**Signal metal coverage by tile**

20 x 38 tiles, from black (low) to pale yellow (high), scaled to the fullest tile. Values are wire area over tile area, all layers added.
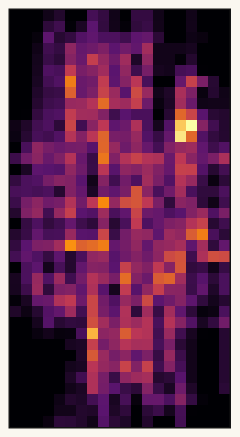
**Logic cells by family**

The bar under the picture is 20 um long.
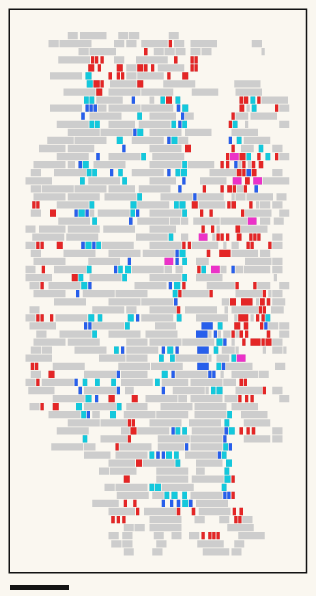
**Layout detail**

The bar under the picture is 10 um long. Region (37, 44) to (62, 69) um. Cells in gray, sequential cells in the stronger gray; small squares are vias.
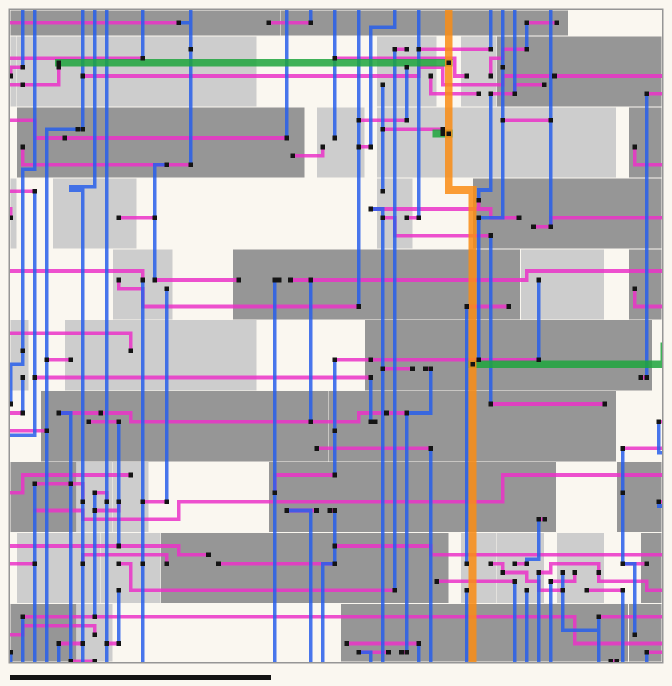
**Clock wires, drivers and flops**

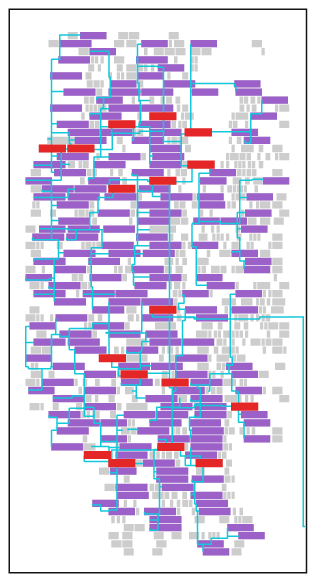
[src/rtl/loader_pkg.sv]
// Shared state encoding and data width for the instruction loader.
package loader_pkg;

   localparam int DATA_W = 32;

   typedef enum logic [1:0] {
      IDLE  = 2'd0,
      LOAD  = 2'd1,
      DRAIN = 2'd2,
      RUN   = 2'd3
   } ld_state_t;

endpackage

[src/rtl/ins_fifo.sv]
// Small synchronous FIFO; pointers carry a wrap bit to tell full from empty.
module ins_fifo #(
   parameter int W     = 33,
   parameter int DEPTH = 4
) (
   input  logic         clk,
   input  logic         rst,
   input  logic         push,
   input  logic [W-1:0] wdata,
   input  logic         pop,
   output logic [W-1:0] rdata,
   output logic         full,
   output logic         empty
);

   localparam int AW = $clog2(DEPTH);
   localparam logic [AW:0] ONE = {{AW{1'b0}}, 1'b1};

   logic [W-1:0] mem [DEPTH];
   logic [AW:0]  wptr;
   logic [AW:0]  rptr;
   logic         do_push;
   logic         do_pop;

   assign empty = (wptr == rptr);
   assign full  = (wptr[AW] != rptr[AW]) &&
                  (wptr[AW-1:0] == rptr[AW-1:0]);
   assign rdata = mem[rptr[AW-1:0]];

   assign do_pop  = pop && !empty;
   // a pop frees the slot this edge, so push on full is still safe
   assign do_push = push && (!full || do_pop);

   always_ff @(posedge clk) begin
      if (do_push) mem[wptr[AW-1:0]] <= wdata;
   end

   always_ff @(posedge clk or posedge rst) begin
      if (rst) begin
         wptr <= '0;
         rptr <= '0;
      end else begin
         if (do_push) wptr <= wptr + ONE;
         if (do_pop)  rptr <= rptr + ONE;
      end
   end

endmodule

[src/rtl/ins_loader.sv]
// Host-to-imem instruction loader; holds the core in reset until loaded.
// Optional XOR checksum output enabled by LOADER_CHECKSUM_EN.
module ins_loader
   import loader_pkg::*;
#(
   parameter int ADDR_W     = 6,
   parameter int FIFO_DEPTH = 4
) (
   input  logic              CLK,
   input  logic              RST,
   input  logic              LOAD_REQ,
   input  logic              G_VALID,
   input  logic [DATA_W-1:0] G_DATA,
   input  logic              G_LAST,
   output logic              G_READY,
   output logic              WE,
   output logic [DATA_W-1:0] W_Ins,
   output logic [ADDR_W-1:0] W_Addr,
   output logic              CPU_RST,
   output logic              BUSY,
   output logic [ADDR_W:0]   WCOUNT,
`ifdef LOADER_CHECKSUM_EN
   output logic [DATA_W-1:0] CHKSUM,
`endif
   output logic              OVF
);

   localparam logic [ADDR_W:0] CAP = {1'b1, {ADDR_W{1'b0}}};
   localparam logic [ADDR_W:0] ONE = {{ADDR_W{1'b0}}, 1'b1};

   ld_state_t       state;
   ld_state_t       nstate;
   logic            push;
   logic            pop;
   logic            full;
   logic            empty;
   logic            start;
   logic            wr;
   logic [DATA_W:0] q;
   logic            unused_last;

   assign push  = G_VALID && G_READY;
   assign pop   = !empty && BUSY;
   assign start = LOAD_REQ && (state == IDLE || state == RUN);
   // words past capacity are popped but never written
   assign wr    = pop && (WCOUNT != CAP);
   assign unused_last = q[DATA_W];

   ins_fifo #(
      .W     (DATA_W + 1),
      .DEPTH (FIFO_DEPTH)
   ) u_fifo (
      .clk   (CLK),
      .rst   (RST),
      .push  (push),
      .wdata ({G_LAST, G_DATA}),
      .pop   (pop),
      .rdata (q),
      .full  (full),
      .empty (empty)
   );

   always_ff @(posedge CLK or posedge RST) begin
      if (RST) state <= IDLE;
      else     state <= nstate;
   end

   always_comb begin
      nstate = state;
      unique case (state)
         IDLE:    if (LOAD_REQ) nstate = LOAD;
         LOAD:    if (push && G_LAST) nstate = DRAIN;
         DRAIN:   if (empty) nstate = RUN;
         RUN:     if (LOAD_REQ) nstate = LOAD;
         default: nstate = IDLE;
      endcase
   end

   always_comb begin
      G_READY = 1'b0;
      BUSY    = 1'b0;
      CPU_RST = 1'b1;
      unique case (state)
         LOAD: begin
            G_READY = !full;
            BUSY    = 1'b1;
         end
         DRAIN:   BUSY    = 1'b1;
         RUN:     CPU_RST = 1'b0;
         default: ;
      endcase
   end

   always_ff @(posedge CLK or posedge RST) begin
      if (RST) begin
         WE     <= 1'b0;
         W_Ins  <= '0;
         W_Addr <= '0;
         WCOUNT <= '0;
         OVF    <= 1'b0;
      end else begin
         WE <= wr;
         if (start) begin
            WCOUNT <= '0;
            OVF    <= 1'b0;
         end else if (wr) begin
            W_Ins  <= q[DATA_W-1:0];
            W_Addr <= WCOUNT[ADDR_W-1:0];
            WCOUNT <= WCOUNT + ONE;
         end else if (pop) begin
            OVF <= 1'b1;
         end
      end
   end

`ifdef LOADER_CHECKSUM_EN
   always_ff @(posedge CLK or posedge RST) begin
      if (RST)        CHKSUM <= '0;
      else if (start) CHKSUM <= '0;
      else if (wr)    CHKSUM <= CHKSUM ^ q[DATA_W-1:0];
   end
`endif

endmodule

[config.mk]
export PLATFORM = sky130hd
export DESIGN_NAME = ins_loader
export DESIGN_NICKNAME = d
export VERILOG_FILES = /design/src/rtl/loader_pkg.sv /design/src/rtl/ins_fifo.sv /design/src/rtl/ins_loader.sv
export SDC_FILE = /design/constraint.sdc
export NUM_CORES = 1
export LEC_CHECK = 0
export ABC_AREA = 1
export CAP_MARGIN = 20
export CORE_ASPECT_RATIO = 2
export CORE_MARGIN = 5
export CORE_UTILIZATION = 45
export DETAILED_ROUTE_END_ITERATION = 12
export PLACE_DENSITY = 0.66
export SLEW_MARGIN = 20
export SYNTH_ARGS = -nofsm -noshare
export SYNTH_HDL_FRONTEND = slang
export SYNTH_SLANG_ARGS = --single-unit
[constraint.sdc]
create_clock -name CLK -period 3.55 [get_ports CLK]
set_input_delay 0.71 -clock CLK [delete_from_list [all_inputs] [get_ports CLK]]
set_output_delay 0.71 -clock CLK [all_outputs]
set_load 0.01 [all_outputs]
==> impl_metrics.csv <==
group,metric,value,unit
setup_path,r2r_start,"u_fifo.rptr[0]",
cts,cts_tree,"done",
pwr,p_sw,3.10,mW
setup_path,cp.arrival,2.06,ns
sta,worst_slack,0.785,ns
die,nWellTaps,201,
cts,clock_path_buffers,2,
setup_path,timing.rr.end,"u_fifo.mem[3][9]",
setup_path,rrSetupSlack,1.31,ns
setup_path,worstSetupPathType,"reg2out",
cts,postCtsSetupBuffers,0,
synth,synthArstFlopShare,30.1,%
route,wl_met1,5.90,mm
synth,aoi_share,7.97,%
cells_and_area,num-fill-cells,1317,
setup_path,setup.worst_path.start_class,"flip-flop",
die,num_rows,65,
setup_path,crit_fanout,26,
synth,synth_nets,646,
place,dp_cells,867,
cells_and_area,comb_area,0.00179,mm^2
synth,synthFlopType,"edfxtp_1",
synth,edf_count,128,
setup_path,crit_top_cell,"nand2_1",
cells_and_area,fin_nets,732,
cells_and_area,seq_share,58.4,%
synth,topCellsByArea,"edfxtp_1 53%, dfrtp_1 19%, nand2_1 6.2%, o21ai_0 4.8%, nor2_1 3.8%",
sta,fmax,362,MHz
synth,xor_area_share,0.967,%
sta,tightest_slew,0.919,ns
pwr,p_leak,3.46,nW
global_route,antenna_found_initial,0,
setup_path,cp-end-kind,"output pin",
synth,ys_sh_mux,0,%
cells_and_area,n_all_buffers,97,
synth,ys_seq_share,72.0,%
cells_and_area,clockNetworkAreaShare,6.48,%
cells_and_area,largest_class,"registers",
synth,top_cell,"edfxtp_1",
synth,simple_gate_share,13.6,%
sta,finalCriticalPeriod,2.77,ns
pwr,combinationalPower,3.22,mW
sta,rsz0062_at_grt,"no",
route,via_per_inst,5.25,
synth,top_area_share,53.0,%
hold_path,hold_path_class,"reg2reg",
pwr,seqPwrFrac,38.2,%
synth,ys_top_logic_family,"simple AND/OR/NAND/NOR gates",
cells_and_area,flop-count,183,
cells_and_area,register_area,0.00522,mm^2
synth,synth.largest_area_cell,"edfxtp_1",
cts,cts_root_buf,"clkbuf_16",
cells_and_area,num-multi-input-gates,360,
setup_path,crit_path_end,"G_READY",
setup_path,cpPeakStageDelay,0.65,ns
run,warnings,32,
cells_and_area,antennaDiodeCount,0,
pwr,swShare,38.1,%
cells_and_area,drive_above_1_share,11.3,%
route,highest_layer,"met4",
setup_path,cp.depth,7,
route,drc,0,
hold_path,hold_path_depth,2,
setup_path,slowest_stage,"dfrtp_2",
global_route,grt_use_total,17.4,%
pwr,pwr-share-clk,22.2,%
synth,yosysUniqueCellTypes,27,
global_route,use_met3,4.20,%
pwr,largestPowerGroup,"combinational logic",
outcome,outcome,"completed",
cells_and_area,final_layout_top_logic_cells,"128 x edfxtp_1, 119 x nand2_1, 86 x clkdlybuf4s50_1, 70 x o21ai_0, 70 x nor2_1",
setup_path,crit_path_start,"u_fifo.rptr[0]",
pwr,power_density,909,mW/mm^2
cts,numCtsBuffers,17,
synth,post_synth.cell_area_avg,12.1,um^2
cells_and_area,final_core_util,56.6,%
place,place_hpwl,10.2,mm
synth,common_cells,"128 x edfxtp_1, 119 x nand2_1, 74 x nor2_1",
sta,setup_tns,0,ns
setup_path,critPathRequiredTime,2.84,ns
pwr,seq-power,3.10,mW
route,ant_nets,0,
cells_and_area,buf_share,11.1,%
global_route,grt_overflow,0,
cts,cts_hold_buf,0,
setup_path,worst_r2r_path_depth,7,
global_route,grt_pass1_wl,25.3,mm
cells_and_area,syn2layout_area_growth,23.3,%
cells_and_area,largest_register_ffs,128,
global_route,grt_pass1_vias,4950,
hold_path,min_from,"W_Ins[26]",
sta,slew_headroom,38.6,%
run,maxCapViolations,0,
sta,hold_violations,0,
die,die-area,0.0189,mm^2
synth,netlist_area,0.00725,mm^2
die,fp_util,45.9,%
pwr,totalPowerFinal,8.12,mW
cts,ctsResizeCount,0,
synth,synth_flops,183,
place,gp_congestion,0.756,
sta,final_max_slew_viol_count,0,
sta,hold_ws,0.477,ns
place,numPortBuffers,86,
global_route,grt_most_used_layer,"met2",
synth,ys_chip_area,0.00725,mm^2
cts,cts.reportedPaths.clkPinSlew,0.07,ns
cells_and_area,inv_count,26,
global_route,met1_usage,19.4,%
setup_path,worstPathCellList,"inv_2 -> nand2_1 -> nand2_1 -> nand3_1 -> nand2_1 -> inv_1 -> clkdlybuf4s50_1",
synth,yosysCellCount,599,
route,wl_met2,8.74,mm
cts,clk_latency,0.42,ns
pwr,p_comb_share,39.6,%
setup_path,crit_buf_inv,3,
cts,cts.sinks,183,
sta,finalClockPeriodUsage,77.9,%
synth,synthCells,599,
pwr,worst_ir_drop_vdd,0.718,mV
route,wl_met3,648,um
synth,ys_warn_count,0,
global_route,met2_usage,31.4,%
cells_and_area,nClkBuffers,22,
Back to the opening pictures, 'signal metal coverage by tile':
The emptiest ninth of the die: south-west. 17% of the tiles are nearly empty. The densest ninth of the die: center. The fullest tile reaches 0.57.
WL/cell: 17.4 um
Post-Route WL: 15.6 mm
DR vias: 4,718

Back to the opening pictures, 'logic cells by family':
Key: nand cells = red [cells 159, most used nand2_1, where spread over the die]; nor cells = blue [cells 75, most used nor2_1]; xor and xnor cells = magenta [cells 8, most used xor2_1, where east]; aoi and oai cells = cyan [cells 106, most used o21ai_0]
fin cells: 899
Top cell excl fill/tap: edfxtp_1
multi-input combinational area share: 20.0%

Back to the opening pictures, 'layout detail':
Key: M2 = blue; M4 = orange; M3 = green; M1 = magenta
Netlist names of flops here include u_fifo.mem (10). Sequential cells in the window: 10. 28 logic cells have their middle in the window. Most frequent: edfxtp_1 (10).

Back to the opening pictures, 'clock wires, drivers and flops':
Key: clock-net drivers = red [count 17]; clock wires = cyan [length 1,910 um]; flip-flops = purple [count 183]
There are 18 routed clock nets.
Clock Skew: 0.0103 ns
Clk power: 1.81 mW

Power is estimated from default activity; no workload was simulated.
